File: config.mk
export PLATFORM = sky130hd
export DESIGN_NAME = reg_access_master
export DESIGN_NICKNAME = d
export VERILOG_FILES = /design/src/rtl/reg_access_pkg.sv /design/src/rtl/sat_counter.sv /design/src/rtl/reg_access_master.sv
export SDC_FILE = /design/constraint.sdc
export NUM_CORES = 1
export LEC_CHECK = 0
export CORE_UTILIZATION = 50
export DETAILED_ROUTE_END_ITERATION = 6
export PLACE_DENSITY = 0.85
export SYNTH_ARGS = -nofsm -noshare
export SYNTH_HDL_FRONTEND = slang
export SYNTH_SLANG_ARGS = --single-unit
File: constraint.sdc
create_clock -name clk -period 5.65 [get_ports clk]
set_input_delay 0.565 -clock clk [delete_from_list [all_inputs] [get_ports clk]]
set_output_delay 0.565 -clock clk [all_outputs]
set_load 0.1 [all_outputs]
File: src/rtl/reg_access_pkg.sv
// Shared types and helpers for the Master-to-channel register access initiator.
package reg_access_pkg;

  localparam int unsigned REG_ADDR_W = 5;
  localparam int unsigned BUS_W      = 32;

  // One-hot state encoding; strobes decode directly from these bits.
  typedef enum logic [6:0] {
    ST_IDLE  = 7'b000_0001,
    ST_LOAD  = 7'b000_0010,
    ST_CHECK = 7'b000_0100,
    ST_WRITE = 7'b000_1000,
    ST_READ  = 7'b001_0000,
    ST_WAIT  = 7'b010_0000,
    ST_RESP  = 7'b100_0000
  } state_t;

  // Captured request payload held for the duration of one access.
  typedef struct packed {
    logic             write;
    logic [BUS_W-1:0] addr;
    logic [BUS_W-1:0] wdata;
  } req_t;

  // Register numbers are legal only when everything above the low 5 bits is zero.
  function automatic logic addr_legal(input logic [BUS_W-1:0] addr);
    return addr[BUS_W-1:REG_ADDR_W] == '0;
  endfunction

endpackage

File: src/rtl/sat_counter.sv
// Saturating up-counter with synchronous clear.
module sat_counter #(
  parameter int unsigned CNT_W = 16
) (
  input  logic             clk,
  input  logic             clear,
  input  logic             inc,
  output logic [CNT_W-1:0] count
);

  // Count up on inc, stick at all-ones.
  always_ff @(posedge clk) begin
    if (clear) begin
      count <= '0;
    end else if (inc && (count != {CNT_W{1'b1}})) begin
      count <= count + CNT_W'(1);
    end
  end

endmodule

File: src/rtl/reg_access_master.sv
// Turns single register requests into load/read/write strobe sequences on the
// channel register bus and returns a response with read data or an error.
module reg_access_master
  import reg_access_pkg::*;
#(
  parameter int unsigned RD_LATENCY     = 1,
  parameter bit          SKIP_ADDR_LOAD = 1'b1,
  parameter int unsigned CNT_W          = 16
) (
  input  logic             clk,
  input  logic             reset_n,
  input  logic             req_valid,
  output logic             req_ready,
  input  logic             req_write,
  input  logic [31:0]      req_addr,
  input  logic [31:0]      req_wdata,
  output logic             rsp_valid,
  input  logic             rsp_ready,
  output logic [31:0]      rsp_rdata,
  output logic             rsp_err,
  output logic [31:0]      bus_data,
  output logic             bus_reg_num_le,
  output logic             bus_wr_en,
  output logic             bus_rd_en,
  input  logic [31:0]      bus_rdata,
  input  logic             bus_illegal,
  input  logic             flush_cache,
  output logic [CNT_W-1:0] wr_count,
  output logic [CNT_W-1:0] rd_count,
  output logic [CNT_W-1:0] err_count
);

  localparam int unsigned WAIT_W = 3;

  state_t                  state;
  state_t                  state_nxt;
  req_t                    req_q;
  logic [WAIT_W-1:0]       wait_cnt;
  logic                    cache_vld;
  logic [REG_ADDR_W-1:0]   cache_addr;
  logic [BUS_W-1:0]        rdata_q;
  logic                    err_q;
  logic                    cache_hit_c;
  logic                    rsp_done_c;

  // A flush in the accept cycle forces a miss; illegal numbers never match.
  assign cache_hit_c = SKIP_ADDR_LOAD && cache_vld && !flush_cache &&
                       addr_legal(req_addr) &&
                       (req_addr[REG_ADDR_W-1:0] == cache_addr);

  assign rsp_done_c = (state == ST_RESP) && rsp_ready;

  assign rsp_rdata = rdata_q;
  assign rsp_err   = err_q;

  // State register.
  always_ff @(posedge clk) begin
    if (!reset_n) begin
      state <= ST_IDLE;
    end else begin
      state <= state_nxt;
    end
  end

  // Next-state and strobe decode.
  always_comb begin
    state_nxt      = state;
    req_ready      = 1'b0;
    rsp_valid      = 1'b0;
    bus_reg_num_le = 1'b0;
    bus_wr_en      = 1'b0;
    bus_rd_en      = 1'b0;
    bus_data       = '0;
    case (state)
      ST_IDLE: begin
        req_ready = 1'b1;
        if (req_valid) begin
          if (cache_hit_c) begin
            state_nxt = req_write ? ST_WRITE : ST_READ;
          end else begin
            state_nxt = ST_LOAD;
          end
        end
      end
      ST_LOAD: begin
        bus_reg_num_le = 1'b1;
        bus_data       = req_q.addr;
        state_nxt      = ST_CHECK;
      end
      ST_CHECK: begin
        if (bus_illegal) begin
          state_nxt = ST_RESP;
        end else begin
          state_nxt = req_q.write ? ST_WRITE : ST_READ;
        end
      end
      ST_WRITE: begin
        bus_wr_en = 1'b1;
        bus_data  = req_q.wdata;
        state_nxt = ST_RESP;
      end
      ST_READ: begin
        bus_rd_en = 1'b1;
        state_nxt = ST_WAIT;
      end
      ST_WAIT: begin
        if (wait_cnt == WAIT_W'(1)) begin
          state_nxt = ST_RESP;
        end
      end
      ST_RESP: begin
        rsp_valid = 1'b1;
        if (rsp_ready) begin
          state_nxt = ST_IDLE;
        end
      end
      default: state_nxt = ST_IDLE;
    endcase
  end

  // Request capture, address cache, read-wait counter and response data.
  always_ff @(posedge clk) begin
    if (!reset_n) begin
      req_q      <= '0;
      wait_cnt   <= '0;
      cache_vld  <= 1'b0;
      cache_addr <= '0;
      rdata_q    <= '0;
      err_q      <= 1'b0;
    end else begin
      if (flush_cache) begin
        cache_vld <= 1'b0;
      end
      case (state)
        ST_IDLE: begin
          if (req_valid) begin
            req_q.write <= req_write;
            req_q.addr  <= req_addr;
            req_q.wdata <= req_wdata;
          end
        end
        ST_CHECK: begin
          if (bus_illegal) begin
            err_q <= 1'b1;
          end else if (!flush_cache) begin
            cache_vld  <= 1'b1;
            cache_addr <= req_q.addr[REG_ADDR_W-1:0];
          end
        end
        ST_READ: begin
          wait_cnt <= WAIT_W'(RD_LATENCY);
        end
        ST_WAIT: begin
          wait_cnt <= wait_cnt - WAIT_W'(1);
          if (wait_cnt == WAIT_W'(1)) begin
            rdata_q <= bus_rdata;
          end
        end
        ST_RESP: begin
          if (rsp_ready) begin
            rdata_q <= '0;
            err_q   <= 1'b0;
          end
        end
        default: ;
      endcase
    end
  end

  // Completed-access counters, one per outcome.
  sat_counter #(.CNT_W(CNT_W)) u_wr_cnt (
    .clk   (clk),
    .clear (!reset_n),
    .inc   (rsp_done_c && !err_q && req_q.write),
    .count (wr_count)
  );

  sat_counter #(.CNT_W(CNT_W)) u_rd_cnt (
    .clk   (clk),
    .clear (!reset_n),
    .inc   (rsp_done_c && !err_q && !req_q.write),
    .count (rd_count)
  );

  sat_counter #(.CNT_W(CNT_W)) u_err_cnt (
    .clk   (clk),
    .clear (!reset_n),
    .inc   (rsp_done_c && err_q),
    .count (err_count)
  );

endmodule

### Clock network drawn from the DEF, run 1

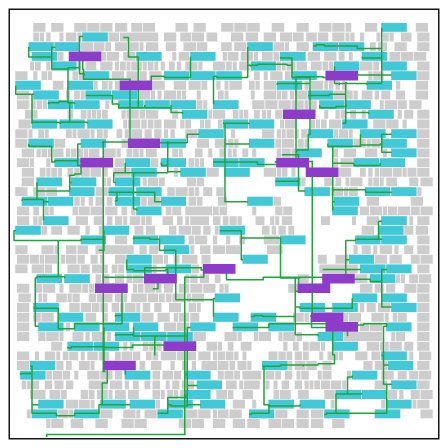
clock-net drivers: in purple, count 17. clock wires: in green, length 1800 um. flip-flops: in cyan, count 162.
There are 18 routed clock nets.

### Cell placement, run 1

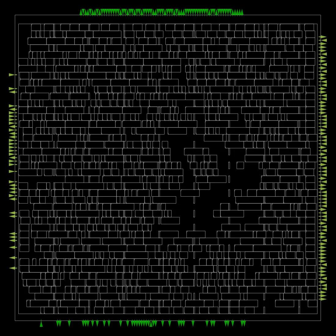
tally of filler cells in the layout: 1022
Layout Utilization: 73.8%
FF+latch count: 162
Rows: 42
Core Region: 13500 um2

==> run summary, run 1 <==
The layout was made with Yosys and OpenROAD.

The flow ran to the end, and the final reports show no timing, DRC or antenna violations. Across the whole layout, storage elements account for 3240 um2. The global routing met2 resource utilization is 44.8%. At the later pin of the worst-skew pair, clock insertion delay measures 420 ps. Setup repair after global routing left no endpoint under its margin. The switching portion of total power is 22.7%. For this run, the detailed router reports a per-instance via density of 5.55.

The maximum level of the CTS H-tree is 4. The first global-routing pass estimated 30.9 mm of wire. The count of input and output buffers is 220. The final timing report lists clock skew as 7.00 ps. Yosys stat counts 836 cells in the synthesized netlist. The leakage component of the power was reported as 3.40 nW. The number of placed cells counting well taps is 1189. Looking at the power breakdown, the clock network takes 46.3% of the total. The register share of total power is 45.8%. TritonRoute reported its final design rule violation total as 0. For this run, the post-layout net count is 1140. Along the worst hold path, the cell count comes to 2. The count of hold buffers inserted by post-cts repair is 0. The final antenna diode tally reported by the flow is 0. Static timing analysis puts the maximum clock frequency at 264 MHz. Per the post-route antenna check, the number of violating nets is 0.

The top fanout value on the critical path is 34. The global-route track usage on met1 is 33.4%. Across every metal layer, demand over resource in global routing totals 26.7%. Pin placement for this block handled 221 I/O pins. The count of flip-flops with a built-in enable after synthesis is 0. The violation tally recorded at the end of detailed-routing iteration 0 is 434. The post-CTS setup buffer count is 0. The total power after layout is 2.62 mW. The library cell used as clock root buffer is sky130_fd_sc_hd__clkbuf_16. The worst register-to-register path has a depth of 5.

Per the detail_route report, the via count comes to 6776. The met3 track utilization from global routing is 5.75%. Counting distinct cell types in the post-synthesis netlist gives 55. Across the run, the number of max-cap violations was 0.

The HPWL after detailed placement is 13.5 mm. The critical register-to-register path startpoint is u_wr_cnt.count[6]. The number of synthesis warnings is 0.

The most congested layer reported by global routing is met2. The category of the critical setup timing path is reg2out. For this design, the sink count on the clock tree is 162.
### I/O nets highlighted, run 1

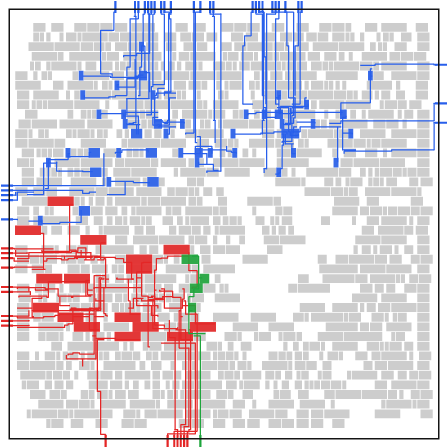
req_addr: in blue, bits 32, direction input, edge 24 north, 5 west, 3 east, end cells 45, buffers 32, wire 1440 um. rd_count: in red, bits 16, direction output, edge 9 west, 7 south, end cells 16, buffers 16, wire 998 um. rsp_ready: in green, bits 1, direction input, edge south, end cells 4, buffers 1, wire 63.0 um.

## run 1: metal layers
layer  vias to the layer above  wire length (um)
met5                         -                 0
met4                         0               507
met3                        39              1150
met2                       227              9280
met1                      3169              8420
li1                       3341                 -
## run 1: critical path: cells and delay by family, from the launching register on
kind / cells / cell delay (ps)
buffers and inverters: 2 / 1500
DFF: 1 / 390
and+or+nand+nor: 2 / 680
AOI/OAI and AO/OA: 1 / 220
## run 1: flip-flops by register name (all words and copies together), names as in the netlist
| signal | cells |
|---|---|
| rsp_rdata | 32 |
| wait_cnt | 3 |
| rsp_err | 1 |
| cache_addr | 5 |
| u_err_cnt.count | 16 |
| state | 7 |
| req_q | 65 |
| u_wr_cnt.count | 16 |
| u_rd_cnt.count | 16 |
| cache_vld | 1 |
## run 1: cell families after synthesis
| family | synth area share (%) |
|---|---|
| and+or+nand+nor | 26.5 |
| AOI/OAI and AO/OA | 16.6 |
| buffers and inverters | 3.67 |
| xor gates and xnor gates | 4.99 |
| adders and majority gates | 0.891 |
| muxes | 1.14 |
| DFF | 46.2 |
## run 1: area by class of cell
type	count	area share [%]
multi-input cells	610	35.5
flip-flops and latches	162	32.7
repair buffers	229	22.9
clock buffers	19	4.46
well taps	176	2.22
clock inverters	13	1.85
inverters	12	0.479
## run 1: power groups by stage
stage               logic, mW  clock network, mW  registers, mW
finish                  0.207               1.21           1.20
global route            0.226               1.28           1.20
CTS                     0.208               1.23           1.20
detailed placement      0.206                  0           1.22
global placement        0.203                  0           1.22
floorplan               0.106                  0           1.21
### Metal layers overlaid, run 1

Scale bar: 20 um.
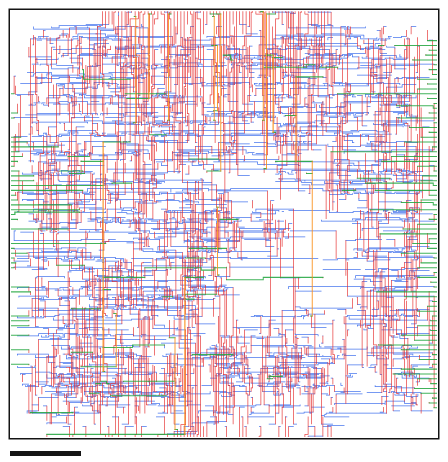

==> run 1 -> run 2 <==
CORE_UTILIZATION = 42   (was 50)
PLACE_DENSITY = 0.76   (was 0.85)
clock period = 3.45 ns   (was 5.65 ns; I/O delays follow)
### Metal layers overlaid, run 2

Scale bar: 50 um.
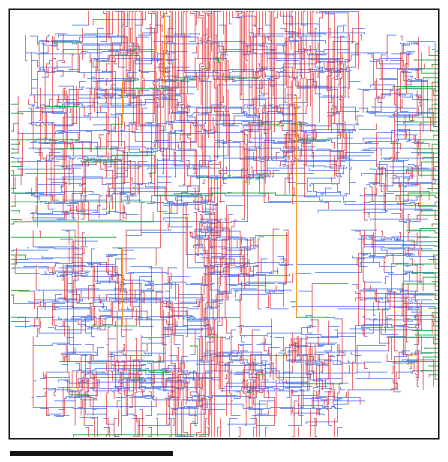
M1: in blue, wire length 8770 um. M4: in orange, wire length 267 um. M3: in green, wire length 952 um. M2: in red, wire length 9520 um.

==> run summary, run 2 <==
The layout was made with Yosys and OpenROAD.

The clock network latency to the later pin of the worst-skew pair is 420 ps (about the same). The total inserted antenna cells was 0 (unchanged). The number of unique standard cell types used by synthesis is 55 (unchanged). The worst reg2reg path depth was 6 (+1). The final standard cell utilization of the core is 64.5% (-9.3 points). The total leakage power came to 3.60 nW (+6.1%). The ratio of routed vias to standard cells is 5.25 (-5.3%). The area taken by flip-flops and latches is 3240 um2 (unchanged). The top fanout value on the critical path is 33 (-2.9%). The number of filler cells placed in the layout is 1362 (+33%).

The worst hold path cell count was 2 (unchanged). The number of sinks driven by the clock tree is 162 (unchanged). The count of flip-flops with a built-in enable after synthesis was 0 (unchanged). The post-CTS setup buffer count is 0 (unchanged). The sum of buffers and inverters on the critical path is 2 (unchanged). The global-route wire length before repair is 31.5 mm (+2.1%). For this run, the top clock speed supported by timing is 365 MHz.

The critical register-to-register path startpoint is state[4]. The count of input and output buffers is 220 (unchanged). The flow ran to the end, and the final reports show no timing, DRC or antenna violations. Setup repair after global routing left no endpoint under its margin. The combined global-route utilization of all metal layers is 22.5% (-4.2 points). The total power after layout came to 4.45 mW (+70%). The number of vias in the routed layout is 6641 (-2.0%). The number of nets in the layout is 1143 (+0.26%). The maximum level of the CTS H-tree came to 4 (unchanged). The final period demand of the worst path is 2740 ps. The placeable core region is 16100 um2 (+20%). The HPWL after detailed placement was 13.4 mm (-1.4%).

The number of flip-flops in the largest register is 65 (unchanged). The count of routing violations after the opening detailed-route iteration is 392 (-9.7%). The DRC violation count after routing came to 0 (unchanged). The final setup skew is 7.34 ps (+0.338 ps).

The max-capacitance violation count is 0 (unchanged). The number of placed cells counting well taps is 1232 (+3.6%). The count of standard-cell rows is 46 (+9.5%).
[run 2: cell counts after synthesis]
No cell type changed its count.
[run 2: worst max path at each step]
stage,end,depth (start not counted)
finish,bus_data[6],5
detailed placement,u_wr_cnt.count[11],6
CTS,bus_data[17],5
floorplan,bus_data[11],5
global placement,u_wr_cnt.count[7],6
global route,bus_data[3],5
[run 2: cell type report]
cell class / count / share of cell area, %
Clock buffer: 20 / 4.30
Clock inverter: 12 / 2.18
Inverter: 12 / 0.457
Multi-Input combinational cell: 610 / 33.9
Sequential cell: 162 / 31.2
Tap cell: 216 / 2.60
Timing Repair Buffer: 232 / 25.4
[run 2: metal layers]
| metal | up-vias | routed length (um) | global-route usage, % |
|---|---|---|---|
| met5 | - | 0 | 0 |
| met4 | 0 | 267 | 7.49 |
| met3 | 17 | 952 | 4.59 |
| met2 | 187 | 9520 | 37.2 |
| met1 | 3101 | 8770 | 29.1 |
| li1 | 3336 | - | - |
[run 2: cell families (layout without fill, tap and decap cells)]
family          after synthesis  count (layout)  share of synthesized area, %
simple gates                385             385                          26.5
xor+xnor                     40              40                          4.99
buf+inv                      64             276                          3.67
compound gates              172             172                          16.6
fa+ha+maj                     5               5                         0.891
mux                           8               8                          1.14
flops                       162             162                          46.2
[run 2: worst reg2reg max path, cell delays in order, from the launching register on]
cell and delay, ps:
sky130_fd_sc_hd__dfxtp_1 390, sky130_fd_sc_hd__nor3_2 340, sky130_fd_sc_hd__and4b_1 370, sky130_fd_sc_hd__and2_2 690, sky130_fd_sc_hd__buf_4 330, sky130_fd_sc_hd__nand2_1 70, sky130_fd_sc_hd__a21oi_1 120
[run 2: power by group]
group	internal (mW)	switching, mW	total [mW]
Sequential	1.92	0.0318	1.95
Clock	1.38	0.764	2.15
Combinational	0.168	0.187	0.354
Total	3.47	0.982	4.45
No activity file was given, so power comes from the tool's default toggle rates.
